Design rename_dispatch_queue, sky130hd; sources not shown.
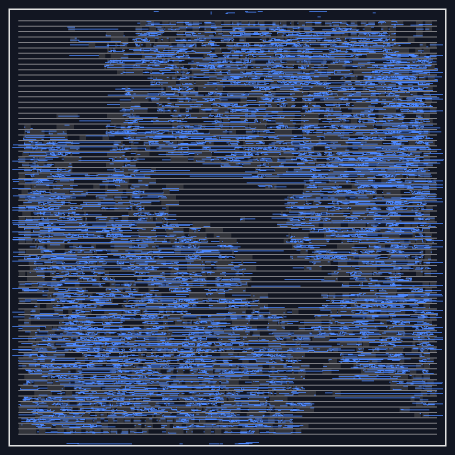
m1.png
(2 px per um) Supply wires on this layer in gray. Cells faint in the background.
The longest straight run is 75.0 um. 2,412 nets have wire on it. The layer holds 41% of the routed length.
WL final: 61,900 um
Vias: 16,256

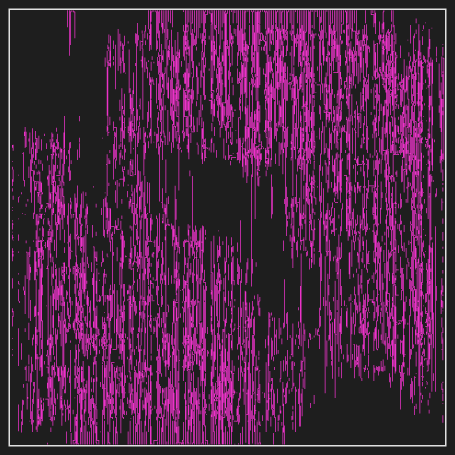
m2.png
(2 px per um)
The wires run mostly vertical. 2,253 nets have wire on it. The layer carries 29.9 mm of wire. The longest straight run is 82.6 um.
GR Layer Usage met2: 42.8%

==> impl_metrics.json <==
{
  "rsz0062_at_grt": "no",
  "route.detailed.drc": 0,
  "slowest_delay_ns": 0.60,
  "final_cells": 2976,
  "rr_worst_depth": 12,
  "setup-violations-final": 0,
  "tightest_slew_ns": 0.965,
  "path_cells": "buf_16, mux2_2, clkdlybuf4s50_1",
  "dpl_cell_area_mm2": 0.0229,
  "wl_met1_um": 25400,
  "gr-usage-met1_pct": 31.9,
  "fp_util_pct": 40.6,
  "grt_pass1_wl_um": 95000,
  "die_w_um": 218,
  "fmax_mhz": 325,
  "cts_made_buffers": 36,
  "fa_ha_area_share_pct": 2.54,
  "switching_power_mw": 5.25,
  "antenna_found_initial": 3,
  "pg_seq_mw": 5.58,
  "hold_violations": 0,
  "synth_chip_area_mm2": 0.0176,
  "intPower_mw": 10.5,
  "die_height_um": 218,
  "syn_nets": 2228,
  "min_period_ns": 3.07,
  "worstSetupEndpointType": "primary output",
  "dieArea_mm2": 0.0473,
  "topCombFamilyByArea": "AND-OR/OR-AND gates",
  "peakVddDrop_mv": 0.479,
  "synth-seq-area-share_pct": 42.5,
  "status": "completed",
  "cp_num_cells": 3,
  "flops": 298,
  "routed_via_density": 5.46,
  "clkSinkCount": 298,
  "dominant_cells": "combinational gates",
  "synth.distinct_cells": 65,
  "combPwrFrac_pct": 37.2
}
